[config.mk]
export PLATFORM = sky130hd
export DESIGN_NAME = apb_master_arb_flat
export DESIGN_NICKNAME = d
export VERILOG_FILES = /design/src/rtl/apb_master_arb_if.sv /design/src/rtl/apb_master_arb.sv /design/src/flat_wrapper.sv
export SDC_FILE = /design/constraint.sdc
export NUM_CORES = 1
export LEC_CHECK = 0
export CAP_MARGIN = 25
export CORE_MARGIN = 4
export CORE_UTILIZATION = 30
export CTS_CLUSTER_DIAMETER = 150
export DETAILED_ROUTE_END_ITERATION = 16
export GPL_TIMING_DRIVEN = 0
export PLACE_DENSITY = 0.72
export SYNTH_ARGS = -nofsm -noshare
export SYNTH_HDL_FRONTEND = slang
export SYNTH_SLANG_ARGS = --single-unit
[constraint.sdc]
create_clock -name clk -period 4.54 [get_ports clk]
set_input_delay 0.454 -clock clk [delete_from_list [all_inputs] [get_ports clk]]
set_output_delay 0.454 -clock clk [all_outputs]
set_load 0.02 [all_outputs]
[src/rtl/apb_master_arb_if.sv]
// apb_master_arb_if
//   Bundles the requester channels, the response channel, the timeout setting
//   and the APB bus of apb_master_arb.
//   master modport: the arbiter's view. It drives req_gnt, rsp_* and apb_*
//                   outputs, and samples the requests, tmo_cycles, apb_prdata
//                   and apb_pready.
//   slave modport : the opposite view, used by the requesters, the slave and
//                   the environment.
interface apb_master_arb_if #(
  parameter int ADDR_WIDTH = 32,
  parameter int DATA_WIDTH = 32,
  parameter int NREQ       = 2,
  parameter int TMO_WIDTH  = 16
);
  logic [NREQ-1:0]            req_valid;
  logic [NREQ-1:0]            req_rnw;
  logic [NREQ*ADDR_WIDTH-1:0] req_addr;
  logic [NREQ*DATA_WIDTH-1:0] req_wdata;
  logic [NREQ-1:0]            req_gnt;
  logic [NREQ-1:0]            rsp_done;
  logic [DATA_WIDTH-1:0]      rsp_rdata;
  logic                       rsp_err;
  logic [TMO_WIDTH-1:0]       tmo_cycles;
  logic [ADDR_WIDTH-1:0]      apb_paddr;
  logic                       apb_psel;
  logic                       apb_penable;
  logic                       apb_pwrite;
  logic [DATA_WIDTH-1:0]      apb_pwdata;
  logic [DATA_WIDTH-1:0]      apb_prdata;
  logic                       apb_pready;

  modport master (
    input  req_valid, req_rnw, req_addr, req_wdata, tmo_cycles,
           apb_prdata, apb_pready,
    output req_gnt, rsp_done, rsp_rdata, rsp_err,
           apb_paddr, apb_psel, apb_penable, apb_pwrite, apb_pwdata
  );

  modport slave (
    output req_valid, req_rnw, req_addr, req_wdata, tmo_cycles,
           apb_prdata, apb_pready,
    input  req_gnt, rsp_done, rsp_rdata, rsp_err,
           apb_paddr, apb_psel, apb_penable, apb_pwrite, apb_pwdata
  );
endinterface

[src/rtl/apb_master_arb.sv]
// apb_master_arb
//   Round-robin arbiter plus APB master sequencer. NREQ requesters share one
//   APB bus. A request transfers when req_valid[i] && req_gnt[i]. The block
//   runs SETUP and ACCESS, waits for pready, and returns the result to the
//   winner as a one-cycle rsp_done pulse with rsp_rdata and rsp_err. A
//   non-zero tmo_cycles bounds the number of ACCESS cycles.
//   Ports: clk, nrst (async, active-low), bus (apb_master_arb_if.master).
//
//   state  | meaning
//   IDLE   | arbitrate; combinational grant; latch winner into APB regs
//   SETUP  | psel=1, penable=0; clear timeout counter
//   ACCESS | psel=1, penable=1; wait for pready or timeout
module apb_master_arb #(
  parameter int ADDR_WIDTH = 32,
  parameter int DATA_WIDTH = 32,
  parameter int NREQ       = 2,
  parameter int TMO_WIDTH  = 16
) (
  input logic               clk,
  input logic               nrst,
  apb_master_arb_if.master  bus
);

  localparam int IDX_W = (NREQ > 1) ? $clog2(NREQ) : 1;

  typedef enum logic [1:0] {IDLE, SETUP, ACCESS} state_t;

  state_t                 state_q;
  logic [IDX_W-1:0]       last_q;
  logic [IDX_W-1:0]       id_q;
  logic [TMO_WIDTH-1:0]   cnt_q;
  logic [ADDR_WIDTH-1:0]  paddr_q;
  logic [DATA_WIDTH-1:0]  pwdata_q;
  logic                   pwrite_q;
  logic                   psel_q;
  logic                   penable_q;
  logic [NREQ-1:0]        rsp_done_q;
  logic [DATA_WIDTH-1:0]  rsp_rdata_q;
  logic                   rsp_err_q;

  logic [ADDR_WIDTH-1:0]  addr_a  [NREQ];
  logic [DATA_WIDTH-1:0]  wdata_a [NREQ];

  for (genvar g = 0; g < NREQ; g++) begin : g_unpack
    assign addr_a[g]  = bus.req_addr[g*ADDR_WIDTH +: ADDR_WIDTH];
    assign wdata_a[g] = bus.req_wdata[g*DATA_WIDTH +: DATA_WIDTH];
  end

  logic             found;
  logic [IDX_W-1:0] win_idx;
  logic [IDX_W-1:0] cand;
  logic [NREQ-1:0]  gnt;

  // Search starts just after the last winner, so a requester that keeps
  // valid high cannot win twice while another is waiting.
  always_comb begin
    found   = 1'b0;
    win_idx = last_q;
    cand    = last_q;
    gnt     = '0;
    for (int k = 1; k <= NREQ; k++) begin
      cand = IDX_W'((int'(last_q) + k) % NREQ);
      if (!found && bus.req_valid[cand]) begin
        found   = 1'b1;
        win_idx = cand;
      end
    end
    if (state_q == IDLE && found) gnt[win_idx] = 1'b1;
  end

  always_ff @(posedge clk or negedge nrst) begin
    if (!nrst) begin
      state_q     <= IDLE;
      last_q      <= IDX_W'(NREQ - 1);
      id_q        <= '0;
      cnt_q       <= '0;
      paddr_q     <= '0;
      pwdata_q    <= '0;
      pwrite_q    <= 1'b0;
      psel_q      <= 1'b0;
      penable_q   <= 1'b0;
      rsp_done_q  <= '0;
      rsp_rdata_q <= '0;
      rsp_err_q   <= 1'b0;
    end else begin
      rsp_done_q <= '0;
      case (state_q)
        IDLE: begin
          if (found) begin
            paddr_q  <= addr_a[win_idx];
            pwdata_q <= wdata_a[win_idx];
            pwrite_q <= ~bus.req_rnw[win_idx];
            last_q   <= win_idx;
            id_q     <= win_idx;
            psel_q   <= 1'b1;
            state_q  <= SETUP;
          end
        end
        SETUP: begin
          penable_q <= 1'b1;
          cnt_q     <= '0;
          state_q   <= ACCESS;
        end
        ACCESS: begin
          if (bus.apb_pready) begin
            rsp_rdata_q      <= pwrite_q ? '0 : bus.apb_prdata;
            rsp_err_q        <= 1'b0;
            rsp_done_q[id_q] <= 1'b1;
            psel_q           <= 1'b0;
            penable_q        <= 1'b0;
            state_q          <= IDLE;
          end else if (bus.tmo_cycles != '0 &&
                       cnt_q == bus.tmo_cycles - TMO_WIDTH'(1)) begin
            rsp_rdata_q      <= '0;
            rsp_err_q        <= 1'b1;
            rsp_done_q[id_q] <= 1'b1;
            psel_q           <= 1'b0;
            penable_q        <= 1'b0;
            state_q          <= IDLE;
          end else begin
            cnt_q <= cnt_q + TMO_WIDTH'(1);
          end
        end
        default: state_q <= IDLE;
      endcase
    end
  end

  assign bus.req_gnt     = gnt;
  assign bus.rsp_done    = rsp_done_q;
  assign bus.rsp_rdata   = rsp_rdata_q;
  assign bus.rsp_err     = rsp_err_q;
  assign bus.apb_paddr   = paddr_q;
  assign bus.apb_psel    = psel_q;
  assign bus.apb_penable = penable_q;
  assign bus.apb_pwrite  = pwrite_q;
  assign bus.apb_pwdata  = pwdata_q;

endmodule

[src/flat_wrapper.sv]
// flat-port wrapper written by rule: the top's interface ports become plain ports
module apb_master_arb_flat 
#(
  parameter int ADDR_WIDTH = 32,
  parameter int DATA_WIDTH = 32,
  parameter int NREQ       = 2,
  parameter int TMO_WIDTH  = 16
)
  (clk, nrst, bus_req_valid, bus_req_rnw, bus_req_addr, bus_req_wdata, bus_tmo_cycles, bus_apb_prdata, bus_apb_pready, bus_req_gnt, bus_rsp_done, bus_rsp_rdata, bus_rsp_err, bus_apb_paddr, bus_apb_psel, bus_apb_penable, bus_apb_pwrite, bus_apb_pwdata);
  apb_master_arb_if #(.ADDR_WIDTH(ADDR_WIDTH), .DATA_WIDTH(DATA_WIDTH), .NREQ(NREQ), .TMO_WIDTH(TMO_WIDTH)) bus_i ();
  input logic clk;
  input logic nrst;
  input wire logic [$bits(bus_i.req_valid)-1:0] bus_req_valid;
  input wire logic [$bits(bus_i.req_rnw)-1:0] bus_req_rnw;
  input wire logic [$bits(bus_i.req_addr)-1:0] bus_req_addr;
  input wire logic [$bits(bus_i.req_wdata)-1:0] bus_req_wdata;
  input wire logic [$bits(bus_i.tmo_cycles)-1:0] bus_tmo_cycles;
  input wire logic [$bits(bus_i.apb_prdata)-1:0] bus_apb_prdata;
  input wire logic [$bits(bus_i.apb_pready)-1:0] bus_apb_pready;
  output wire logic [$bits(bus_i.req_gnt)-1:0] bus_req_gnt;
  output wire logic [$bits(bus_i.rsp_done)-1:0] bus_rsp_done;
  output wire logic [$bits(bus_i.rsp_rdata)-1:0] bus_rsp_rdata;
  output wire logic [$bits(bus_i.rsp_err)-1:0] bus_rsp_err;
  output wire logic [$bits(bus_i.apb_paddr)-1:0] bus_apb_paddr;
  output wire logic [$bits(bus_i.apb_psel)-1:0] bus_apb_psel;
  output wire logic [$bits(bus_i.apb_penable)-1:0] bus_apb_penable;
  output wire logic [$bits(bus_i.apb_pwrite)-1:0] bus_apb_pwrite;
  output wire logic [$bits(bus_i.apb_pwdata)-1:0] bus_apb_pwdata;
  assign bus_i.req_valid = bus_req_valid;
  assign bus_i.req_rnw = bus_req_rnw;
  assign bus_i.req_addr = bus_req_addr;
  assign bus_i.req_wdata = bus_req_wdata;
  assign bus_i.tmo_cycles = bus_tmo_cycles;
  assign bus_i.apb_prdata = bus_apb_prdata;
  assign bus_i.apb_pready = bus_apb_pready;
  assign bus_req_gnt = bus_i.req_gnt;
  assign bus_rsp_done = bus_i.rsp_done;
  assign bus_rsp_rdata = bus_i.rsp_rdata;
  assign bus_rsp_err = bus_i.rsp_err;
  assign bus_apb_paddr = bus_i.apb_paddr;
  assign bus_apb_psel = bus_i.apb_psel;
  assign bus_apb_penable = bus_i.apb_penable;
  assign bus_apb_pwrite = bus_i.apb_pwrite;
  assign bus_apb_pwdata = bus_i.apb_pwdata;
  apb_master_arb #(.ADDR_WIDTH(ADDR_WIDTH), .DATA_WIDTH(DATA_WIDTH), .NREQ(NREQ), .TMO_WIDTH(TMO_WIDTH)) u_core (.clk(clk), .nrst(nrst), .bus(bus_i));
endmodule
Fig. 1: metal layers overlaid
The bar under the picture is 50 um long.
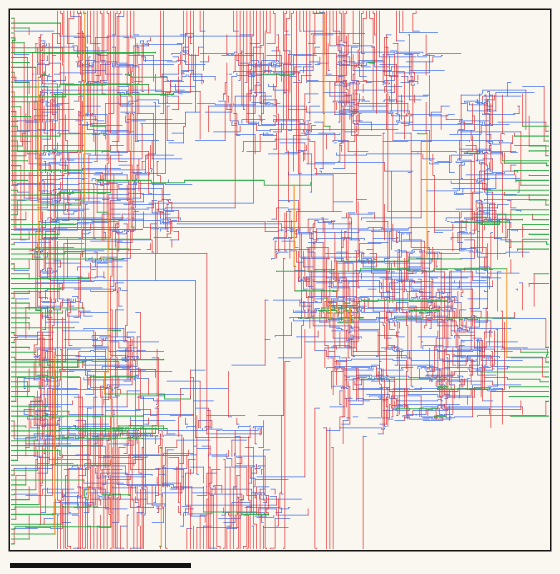
[red] metal 2 | wire length: 11300 um
[green] metal 3 | wire length: 2240 um
[orange] metal 4 | wire length: 650 um
[blue] metal 1 | wire length: 8540 um
average routed wire per standard cell: 19.4 um
total number of vias: 6083
All-Layer GR Usage: 19.7%

Fig. 2: clock distribution
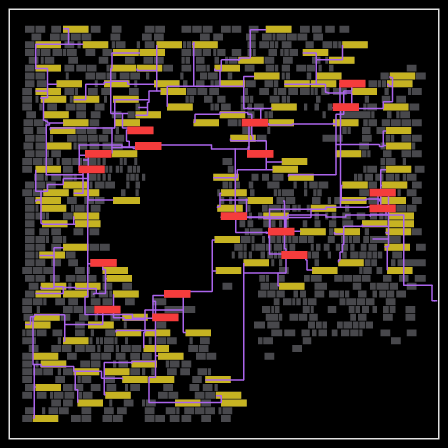
[red] clock drivers | count: 17
[yellow] flip-flops | count: 122
[purple] clock wires | length: 1990 um
routed clock nets: 18
Layout Skew: 0.0122 ns
clock share of power: 23.1%
clock latency reported for the late side of the worst-skew pair: 0.42 ns
total clock network power: 1430 uW

==> results.txt <==
Implementation numbers.

- The met2 wire length reads about 11000 um.
- The most frequently used cell type in the post-synthesis netlist is dfrtp_1.
- The report lists the cells along the critical path as inv_1 -> ha_1 -> nand2_1 -> a21oi_1 -> clkbuf_1 -> clkdlybuf4s50_1.
- The commonest cells after synthesis are dfrtp_1 (121), inv_1 (107), a222oi_1 (64).
- The number of cells in Yosys stat reads approximately 590.
- The area share of the largest cell type after synthesis reads 50.4%.
- The worst pin sits at a relative slew slack of between 40% and 50%.
- In the synthesized netlist, the dominant kind of combinational cell is AND-OR/OR-AND gates.
- The share of the yosys chip area belonging to registers is roughly 50%.
- The most common logic cells in the final layout are clkdlybuf4s50_1 (282), dfrtp_1 (121), inv_1 (107), a222oi_1 (64), o21ai_0 (37).
- For this design the ratio of total power to cell area is between 600 and 700 nW/um^2.
- The delay contributed by the slowest stage of the critical path is roughly 0.75 ns.
- The leading area contributor after synthesis is dfrtp_1.
- The critical path contains buffers and inverters numbering 3 combined.
- The clock slew at the register clock pins of the worst setup and hold paths is around 0.05 ns.
- The sequential portion of the cell area is between 30% and 40%.
- The DRC violation count after routing reads 0.
- The final count of hold timing violations is 1.
- The simple-gate area share of the yosys netlist reads a little over an eighth.
- The flow ran to the end, but the final reports show violations.
- The clock tree buffer depth is 2.
- The arrival time of data at the critical path endpoint is slightly below 3 ns.
- The checks that failed: hold timing.
- The combined area of all synthesized cells reads ~6000 um^2.
- The final hold slack reads -0.00286 ns.
- The most instantiated flip-flop cell in the synthesis netlist is dfrtp_1.
- Setup slack on the critical path of the routed design comes to about 1.2 ns.
- The total CTS buffers reads 17.
- The yosys synthesis warning count reads 0.
- The worst setup path is captured at an output port.
- The fraction of met3 tracks used by global routing is 7.27%.
- The proportion of register bits with asynchronous set or reset after synthesis reads 100%.
- After detailed routing, the wire length on met1 is ~8500 um.
- Ranked by total cell area, the synthesized netlist is headed by dfrtp_1 (50%), a222oi_1 (11%), inv_1 (6.7%), nand4b_1 (4.7%), o21ai_0 (3.1%).
- The detailed router's first-iteration violation count reads 591.
- The number of fill cells in the layout reads 1810.
- For flop-to-flop paths, the worst setup slack is 1.83 ns.
- The core area is 19600 um^2.
- OpenSTA lists the critical path endpoint as bus_req_gnt[0].
- The half-perimeter wire length of the detailed placement result is between 15000 and 20000 um.
- The global routing stage identified its most utilized layer as met2.
Fig. 3: placement density heat map
15 x 15 tiles, from dark blue (low) to red (high), 0 to 100% covered.
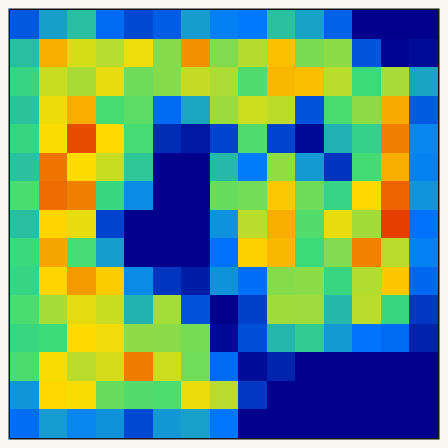
mean over tiles: 42%
fullest tile: 93%
tiles over 75% full: 14%
final core utilization: 50.1%
Floorplan Utilization: 30.7%

-- registers in the layout, summed over array words and instances (netlist names) --
| signal | flops |
|---|---|
| u_core.bus.apb_paddr | 32 |
| u_core.bus.apb_penable | 1 |
| u_core.bus.apb_psel | 1 |
| u_core.bus.apb_pwdata | 32 |
| u_core.bus.apb_pwrite | 1 |
| u_core.bus.rsp_done | 2 |
| u_core.bus.rsp_err | 1 |
| u_core.bus.rsp_rdata | 32 |
| u_core.cnt_q | 16 |
| u_core.id_q | 1 |
| u_core.last_q | 1 |
| u_core.state_q | 2 |
-- worst reg2reg max path, cell delays in order (launching register included) --
cell      delay [ns]
dfrtp_1         0.45
xnor2_1         0.19
or4_1           0.41
a211o_1         0.31
a211oi_2        0.30
a31oi_2         0.28
buf_2           0.28
nor3_1          0.36
-- worst min-delay path by stage --
stage,to,startpoint,depth (start not counted),slack (ns)
final,u_core.cnt_q[13],nrst,1,-0.003
after global routing,u_core.cnt_q[13],nrst,1,0.04
after CTS,u_core.cnt_q[13],nrst,1,0.01
after detailed placement,u_core.cnt_q[15],nrst,1,0.46
after global placement,u_core.bus.apb_paddr[30],u_core.bus.apb_paddr[30],2,0.47
after floorplan,u_core.bus.apb_paddr[0],nrst,0,0.16
-- per-stage QoR --
stage / instance area [um^2] / utilization [%]
after floorplan: 6010 / -
after global placement: 9170 / 46.8
after detailed placement: 9200 / 47.0
after CTS: 9810 / 50.1
after global routing: 9820 / 50.1
final: 9820 / 50.1
-- report_power, final --
group          switching (uW)  leakage [uW]  internal (uW)  total, uW
registers                 291       0.00154           1550       1840
clock network             526      0.000290            903       1430
logic                    1610       0.00244           1320       2930
total                    2430       0.00428           3770       6190
Power figures rest on the tool's default switching activity, not on a simulated workload.
